m1.png
Bar = 50 um.
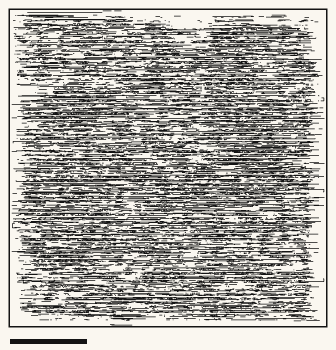
m2.png
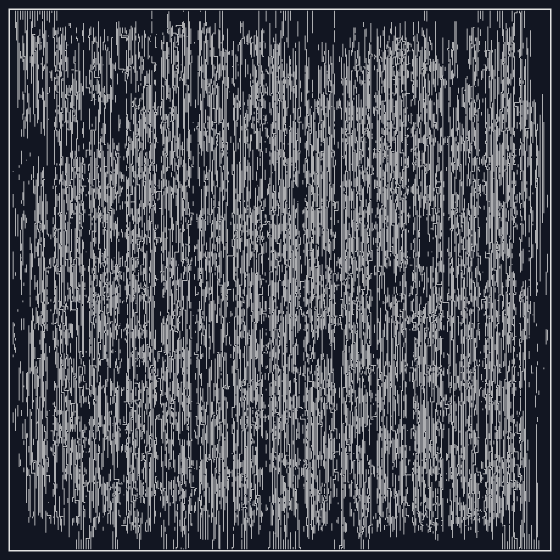
[src/rtl/alu_res_station_if.sv]
// Dispatch, CDB snoop and ALU issue signals of the ALU reservation station.
// The slave view belongs to the station; the master view belongs to its environment.
interface alu_res_station_if #(
    parameter int ROB_IDX_BITS = 5,
    parameter int OP_BITS      = 3
);
    logic                    flush;
    logic                    disp_valid;
    logic                    disp_rs1_ready;
    logic [31:0]             disp_rs1_data;
    logic                    disp_rs2_ready;
    logic [31:0]             disp_rs2_data;
    logic [ROB_IDX_BITS-1:0] disp_dest_rob;
    logic [OP_BITS-1:0]      disp_opcode;
    logic                    disp_rd_type;
    logic                    rs_ready;
    logic                    cdb_valid;
    logic [ROB_IDX_BITS-1:0] cdb_rob;
    logic [31:0]             cdb_data;
    logic                    issue_valid;
    logic                    issue_ready;
    logic [31:0]             issue_a;
    logic [31:0]             issue_b;
    logic [OP_BITS-1:0]      issue_opcode;
    logic                    issue_rd_type;
    logic [ROB_IDX_BITS-1:0] issue_rob;

    modport slave (
        input  flush, disp_valid, disp_rs1_ready, disp_rs1_data, disp_rs2_ready,
               disp_rs2_data, disp_dest_rob, disp_opcode, disp_rd_type,
               cdb_valid, cdb_rob, cdb_data, issue_ready,
        output rs_ready, issue_valid, issue_a, issue_b, issue_opcode, issue_rd_type, issue_rob
    );

    modport master (
        output flush, disp_valid, disp_rs1_ready, disp_rs1_data, disp_rs2_ready,
               disp_rs2_data, disp_dest_rob, disp_opcode, disp_rd_type,
               cdb_valid, cdb_rob, cdb_data, issue_ready,
        input  rs_ready, issue_valid, issue_a, issue_b, issue_opcode, issue_rd_type, issue_rob
    );
endinterface

[src/rtl/alu_res_station.sv]
// ALU reservation station: holds dispatched ops until both operands arrive via the
// CDB, then issues the oldest ready slot to the ALU over a valid/ready handshake.
module alu_rs_slot #(
    parameter int ROB_IDX_BITS = 5,
    parameter int OP_BITS      = 3,
    parameter int AGE_BITS     = 3
) (
    input  logic                    clk,
    input  logic                    rst,
    input  logic                    flush,
    input  logic                    alloc,
    input  logic                    clr,
    input  logic                    age_inc,
    input  logic                    d_a_rdy,
    input  logic [31:0]             d_a,
    input  logic                    d_b_rdy,
    input  logic [31:0]             d_b,
    input  logic [ROB_IDX_BITS-1:0] d_rob,
    input  logic [OP_BITS-1:0]      d_op,
    input  logic                    d_rd_type,
    input  logic                    cdb_valid,
    input  logic [ROB_IDX_BITS-1:0] cdb_rob,
    input  logic [31:0]             cdb_data,
    output logic                    valid,
    output logic                    ready,
    output logic [31:0]             a_val,
    output logic [31:0]             b_val,
    output logic [ROB_IDX_BITS-1:0] dest_rob,
    output logic [OP_BITS-1:0]      opcode,
    output logic                    rd_type,
    output logic [AGE_BITS-1:0]     age
);
    logic a_rdy, b_rdy;
    logic a_hit, b_hit, da_hit, db_hit;

    // Pending operands keep their tag in the low bits of the value field.
    assign a_hit  = cdb_valid && !a_rdy && (a_val[ROB_IDX_BITS-1:0] == cdb_rob);
    assign b_hit  = cdb_valid && !b_rdy && (b_val[ROB_IDX_BITS-1:0] == cdb_rob);
    assign da_hit = cdb_valid && !d_a_rdy && (d_a[ROB_IDX_BITS-1:0] == cdb_rob);
    assign db_hit = cdb_valid && !d_b_rdy && (d_b[ROB_IDX_BITS-1:0] == cdb_rob);
    assign ready  = valid && a_rdy && b_rdy;

    always_ff @(posedge clk) begin
        if (rst) begin
            valid    <= 1'b0;
            a_rdy    <= 1'b0;
            b_rdy    <= 1'b0;
            a_val    <= '0;
            b_val    <= '0;
            dest_rob <= '0;
            opcode   <= '0;
            rd_type  <= 1'b0;
            age      <= '0;
        end else if (flush) begin
            valid <= 1'b0;
        end else if (alloc) begin
            valid    <= 1'b1;
            a_rdy    <= d_a_rdy || da_hit;
            a_val    <= da_hit ? cdb_data : d_a;
            b_rdy    <= d_b_rdy || db_hit;
            b_val    <= db_hit ? cdb_data : d_b;
            dest_rob <= d_rob;
            opcode   <= d_op;
            rd_type  <= d_rd_type;
            age      <= '0;
        end else if (valid) begin
            if (clr) valid <= 1'b0;
            if (a_hit) begin
                a_rdy <= 1'b1;
                a_val <= cdb_data;
            end
            if (b_hit) begin
                b_rdy <= 1'b1;
                b_val <= cdb_data;
            end
            if (age_inc && age != '1) age <= age + 1'b1;
        end
    end
endmodule

module alu_res_station #(
    parameter int NUM_ENTRIES  = 4,
    parameter int ROB_IDX_BITS = 5,
    parameter int OP_BITS      = 3
) (
    input logic              clk,
    input logic              rst,
    alu_res_station_if.slave bus
);
    localparam int IW = $clog2(NUM_ENTRIES);
    localparam int AW = IW + 1;

    logic [NUM_ENTRIES-1:0]                   valid, ready, alloc, clr, rd_type;
    logic [NUM_ENTRIES-1:0][31:0]             a_val, b_val;
    logic [NUM_ENTRIES-1:0][ROB_IDX_BITS-1:0] dest_rob;
    logic [NUM_ENTRIES-1:0][OP_BITS-1:0]      opcode;
    logic [NUM_ENTRIES-1:0][AW-1:0]           age;
    logic [IW-1:0]                            free_idx, sel;
    logic [AW-1:0]                            best_age;
    logic                                     any_rdy, rs_ready, issue_valid, disp_fire, issue_fire;

    always_comb begin
        free_idx = '0;
        for (int i = NUM_ENTRIES - 1; i >= 0; i--)
            if (!valid[i]) free_idx = IW'(i);
    end

    // Oldest ready slot wins; ages are unique among valid slots.
    always_comb begin
        sel      = '0;
        any_rdy  = 1'b0;
        best_age = '0;
        for (int i = 0; i < NUM_ENTRIES; i++) begin
            if (ready[i] && (!any_rdy || age[i] > best_age)) begin
                any_rdy  = 1'b1;
                best_age = age[i];
                sel      = IW'(i);
            end
        end
    end

    assign rs_ready    = ~&valid;
    assign issue_valid = any_rdy && !bus.flush;
    assign disp_fire   = bus.disp_valid && rs_ready && !bus.flush;
    assign issue_fire  = issue_valid && bus.issue_ready;

    for (genvar g = 0; g < NUM_ENTRIES; g++) begin : g_slot
        assign alloc[g] = disp_fire && (free_idx == IW'(g));
        assign clr[g]   = issue_fire && (sel == IW'(g));

        alu_rs_slot #(
            .ROB_IDX_BITS(ROB_IDX_BITS),
            .OP_BITS     (OP_BITS),
            .AGE_BITS    (AW)
        ) u_slot (
            .clk      (clk),
            .rst      (rst),
            .flush    (bus.flush),
            .alloc    (alloc[g]),
            .clr      (clr[g]),
            .age_inc  (disp_fire),
            .d_a_rdy  (bus.disp_rs1_ready),
            .d_a      (bus.disp_rs1_data),
            .d_b_rdy  (bus.disp_rs2_ready),
            .d_b      (bus.disp_rs2_data),
            .d_rob    (bus.disp_dest_rob),
            .d_op     (bus.disp_opcode),
            .d_rd_type(bus.disp_rd_type),
            .cdb_valid(bus.cdb_valid),
            .cdb_rob  (bus.cdb_rob),
            .cdb_data (bus.cdb_data),
            .valid    (valid[g]),
            .ready    (ready[g]),
            .a_val    (a_val[g]),
            .b_val    (b_val[g]),
            .dest_rob (dest_rob[g]),
            .opcode   (opcode[g]),
            .rd_type  (rd_type[g]),
            .age      (age[g])
        );
    end

    assign bus.rs_ready      = rs_ready;
    assign bus.issue_valid   = issue_valid;
    assign bus.issue_a       = a_val[sel];
    assign bus.issue_b       = b_val[sel];
    assign bus.issue_opcode  = opcode[sel];
    assign bus.issue_rd_type = rd_type[sel];
    assign bus.issue_rob     = dest_rob[sel];
endmodule

[src/flat_wrapper.sv]
// flat-port wrapper written by rule: the top's interface ports become plain ports
module alu_res_station_flat 
#(
    parameter int NUM_ENTRIES  = 4,
    parameter int ROB_IDX_BITS = 5,
    parameter int OP_BITS      = 3
)
  (clk, rst, bus_flush, bus_disp_valid, bus_disp_rs1_ready, bus_disp_rs1_data, bus_disp_rs2_ready, bus_disp_rs2_data, bus_disp_dest_rob, bus_disp_opcode, bus_disp_rd_type, bus_cdb_valid, bus_cdb_rob, bus_cdb_data, bus_issue_ready, bus_rs_ready, bus_issue_valid, bus_issue_a, bus_issue_b, bus_issue_opcode, bus_issue_rd_type, bus_issue_rob);
  alu_res_station_if #(.ROB_IDX_BITS(ROB_IDX_BITS), .OP_BITS(OP_BITS)) bus_i ();
  input logic clk;
  input logic rst;
  input wire logic [$bits(bus_i.flush)-1:0] bus_flush;
  input wire logic [$bits(bus_i.disp_valid)-1:0] bus_disp_valid;
  input wire logic [$bits(bus_i.disp_rs1_ready)-1:0] bus_disp_rs1_ready;
  input wire logic [$bits(bus_i.disp_rs1_data)-1:0] bus_disp_rs1_data;
  input wire logic [$bits(bus_i.disp_rs2_ready)-1:0] bus_disp_rs2_ready;
  input wire logic [$bits(bus_i.disp_rs2_data)-1:0] bus_disp_rs2_data;
  input wire logic [$bits(bus_i.disp_dest_rob)-1:0] bus_disp_dest_rob;
  input wire logic [$bits(bus_i.disp_opcode)-1:0] bus_disp_opcode;
  input wire logic [$bits(bus_i.disp_rd_type)-1:0] bus_disp_rd_type;
  input wire logic [$bits(bus_i.cdb_valid)-1:0] bus_cdb_valid;
  input wire logic [$bits(bus_i.cdb_rob)-1:0] bus_cdb_rob;
  input wire logic [$bits(bus_i.cdb_data)-1:0] bus_cdb_data;
  input wire logic [$bits(bus_i.issue_ready)-1:0] bus_issue_ready;
  output wire logic [$bits(bus_i.rs_ready)-1:0] bus_rs_ready;
  output wire logic [$bits(bus_i.issue_valid)-1:0] bus_issue_valid;
  output wire logic [$bits(bus_i.issue_a)-1:0] bus_issue_a;
  output wire logic [$bits(bus_i.issue_b)-1:0] bus_issue_b;
  output wire logic [$bits(bus_i.issue_opcode)-1:0] bus_issue_opcode;
  output wire logic [$bits(bus_i.issue_rd_type)-1:0] bus_issue_rd_type;
  output wire logic [$bits(bus_i.issue_rob)-1:0] bus_issue_rob;
  assign bus_i.flush = bus_flush;
  assign bus_i.disp_valid = bus_disp_valid;
  assign bus_i.disp_rs1_ready = bus_disp_rs1_ready;
  assign bus_i.disp_rs1_data = bus_disp_rs1_data;
  assign bus_i.disp_rs2_ready = bus_disp_rs2_ready;
  assign bus_i.disp_rs2_data = bus_disp_rs2_data;
  assign bus_i.disp_dest_rob = bus_disp_dest_rob;
  assign bus_i.disp_opcode = bus_disp_opcode;
  assign bus_i.disp_rd_type = bus_disp_rd_type;
  assign bus_i.cdb_valid = bus_cdb_valid;
  assign bus_i.cdb_rob = bus_cdb_rob;
  assign bus_i.cdb_data = bus_cdb_data;
  assign bus_i.issue_ready = bus_issue_ready;
  assign bus_rs_ready = bus_i.rs_ready;
  assign bus_issue_valid = bus_i.issue_valid;
  assign bus_issue_a = bus_i.issue_a;
  assign bus_issue_b = bus_i.issue_b;
  assign bus_issue_opcode = bus_i.issue_opcode;
  assign bus_issue_rd_type = bus_i.issue_rd_type;
  assign bus_issue_rob = bus_i.issue_rob;
  alu_res_station #(.NUM_ENTRIES(NUM_ENTRIES), .ROB_IDX_BITS(ROB_IDX_BITS), .OP_BITS(OP_BITS)) u_core (.clk(clk), .rst(rst), .bus(bus_i));
endmodule
[config.mk]
export PLATFORM = sky130hd
export DESIGN_NAME = alu_res_station_flat
export DESIGN_NICKNAME = d
export VERILOG_FILES = /design/src/rtl/alu_res_station_if.sv /design/src/rtl/alu_res_station.sv /design/src/flat_wrapper.sv
export SDC_FILE = /design/constraint.sdc
export NUM_CORES = 1
export LEC_CHECK = 0
export CAP_MARGIN = 20
export CORE_MARGIN = 1.5
export CORE_UTILIZATION = 60
export DETAILED_ROUTE_END_ITERATION = 6
export PLACE_DENSITY_LB_ADDON = 0.05
export RECOVER_POWER = 100
export SYNTH_ARGS = -nofsm -noshare
export SYNTH_HDL_FRONTEND = slang
export SYNTH_HIERARCHICAL = 1
export SYNTH_SLANG_ARGS = --single-unit
[constraint.sdc]
create_clock -name clk -period 7.05 [get_ports clk]
set_input_delay 1.41 -clock clk [delete_from_list [all_inputs] [get_ports clk]]
set_output_delay 1.41 -clock clk [all_outputs]
set_load 0.02 [all_outputs]
==> reports/results.ini <==
[status]
run_status = finished with violations
failed_checks = DRC, capacitance limit, slew limit

[setup_path]
r2r.worst_path.cells = 25
worst_setup_path_end_kind = primary output
worst_path_max_fanout = 38
crit_arrival_ns = 5.60
cp_data_required_time_ns = 5.64
worst_path_largest_cell_delay_ns = 0.79
criticalPathCategory = reg -> out
cp_num_cells = 20
cp_cell_sequence = and3_4, nand2_4, ha_4, nor2b_1, o41a_1, buf_4, buf_4, nand3_1, o21ai_2, inv_2, ha_4, and3b_1, o211ai_1, buf_4, buf_4, and3_2, buf_4, a221oi_1, o2bb2ai_1, buf_4
worstSetupStartpoint = u_core/g_slot[0].u_slot/a_rdy$_SDFFE_PP0P_

[yosys]
synth.most_common_cell = sky130_fd_sc_hd__nand2_1
synthDistinctLibCells = 51
yosys-dominant-comb-family = AND-OR/OR-AND gates
mux_share = 0.122
cells_in_synth_stat_txt = 3154
synth.largest_area_cell = sky130_fd_sc_hd__dfxtp_1
postSynth.topFlopCell = sky130_fd_sc_hd__dfxtp_1
enable_flop_cells = 0
seq_area_frac_synth = 0.261
yosys-stat-area_sq_um = 24300
syn-cell-area_sq_um = 24300
post_synth_inst_count = 3154
ys_sh_simple = 0.244
synth.top_cells.by_count = 702 x sky130_fd_sc_hd__nand2_1, 584 x sky130_fd_sc_hd__nor2_1, 316 x sky130_fd_sc_hd__dfxtp_1

[floorplan]
die_height_um = 204
chipArea_sq_um = 41600
number_of_tapcells = 525
top_level_ports = 193
core_util_floorplan = 0.609
core_sq_um = 39800

[placement]
dpl_cell_area_sq_um = 26100
hpwl_mm = 56.7
finalWeightedCongestion = 0.959
place_inst = 3690
dpl_worst_slack_ns = -0.0407

[route]
avgViaCountPerCell = 6.96
drt-pass1-iter-count = 7
drc = 4
drt.antenna.violating_nets = 0
highest_layer = met5
wl_met1_mm = 36.0
drt_iter0_markers = 3583
drt-wirelength-per-cell_um = 26.0

[final_layout]
mi_comb_area_sq_um = 16200
inverters = 39
final_area_sq_um = 27200
area_delta_synth_final_pct = 12.2
mostFrequentLayoutCell = sky130_fd_sc_hd__nand2_1
comb_area_frac = 0.596
biggestRegsByFlops = u_core/g_slot.u_slot/a_val (128), u_core/g_slot.u_slot/b_val (128), u_core/g_slot.u_slot/dest_rob (20)
instances_no_fill = 3781
area.share.sequential = 0.232
num-nonclk-buffers = 287
finalCoreUtilization = 0.683
layout.area.seq_sq_um = 6330

[power_and_ir_drop]
clock_power_share = 0.445
intPower_w = 0.00330
powerComb_w = 0.000777
switching_share = 0.298
seq-power_w = 0.00183
seq_power_share = 0.389
power.density_cell_area_nw_per_um2 = 173

[flow_run]
tool_warning_count = 31
timing.max_cap.violations = 11

[cts]
cts_hold_repair.buffers = 0
cts_tree = yes
cts.path.max_buffers = 3
clk_pin_slew_ns = 0.06
cts_repair_resize_count = 279
cts_root_buffer = sky130_fd_sc_hd__clkbuf_16
number_of_sinks_handled_by_clock_tree_synthesis = 316

[global_route]
grt_first_pass_wirelength_mm = 147
number_of_global_route_vias_before_repair = 25300
grtUsageMet3 = 0.116
grt_antenna_before_repair = 6
grt.overflow.total = 0
grt_start_max_net_pins = 126

[timing]
finalCriticalPeriod_ns = 7.01
timing.final.max_slew_violations = 526
hold_slack_ns = 0.454
setup_tns_ns = 0
finalClockPeriodUsage = 0.994
clock-skew-final_ns = 0.0102

[worst_hold_path]
hold_end = u_core/g_slot[0].u_slot/dest_rob[1]$_SDFFE_PP0P_
hp-class = reg -> reg

About m1.png:
3119 nets have wire on it. The wires run mostly horizontal. The layer holds 37% of the routed length. The longest straight run is 72.7 um. The layer carries 36.0 mm of wire.
final WL: 98.4 mm
met1 layer usage reported by global route: 0.567

About m2.png:
The layer holds 43% of the routed length. The longest straight run is 84.5 um. 2860 nets have wire on it. The wires run mostly vertical. The layer carries 42.2 mm of wire.
number of vias in the routed layout: 26300
GR met2 Demand/Resource: 0.701

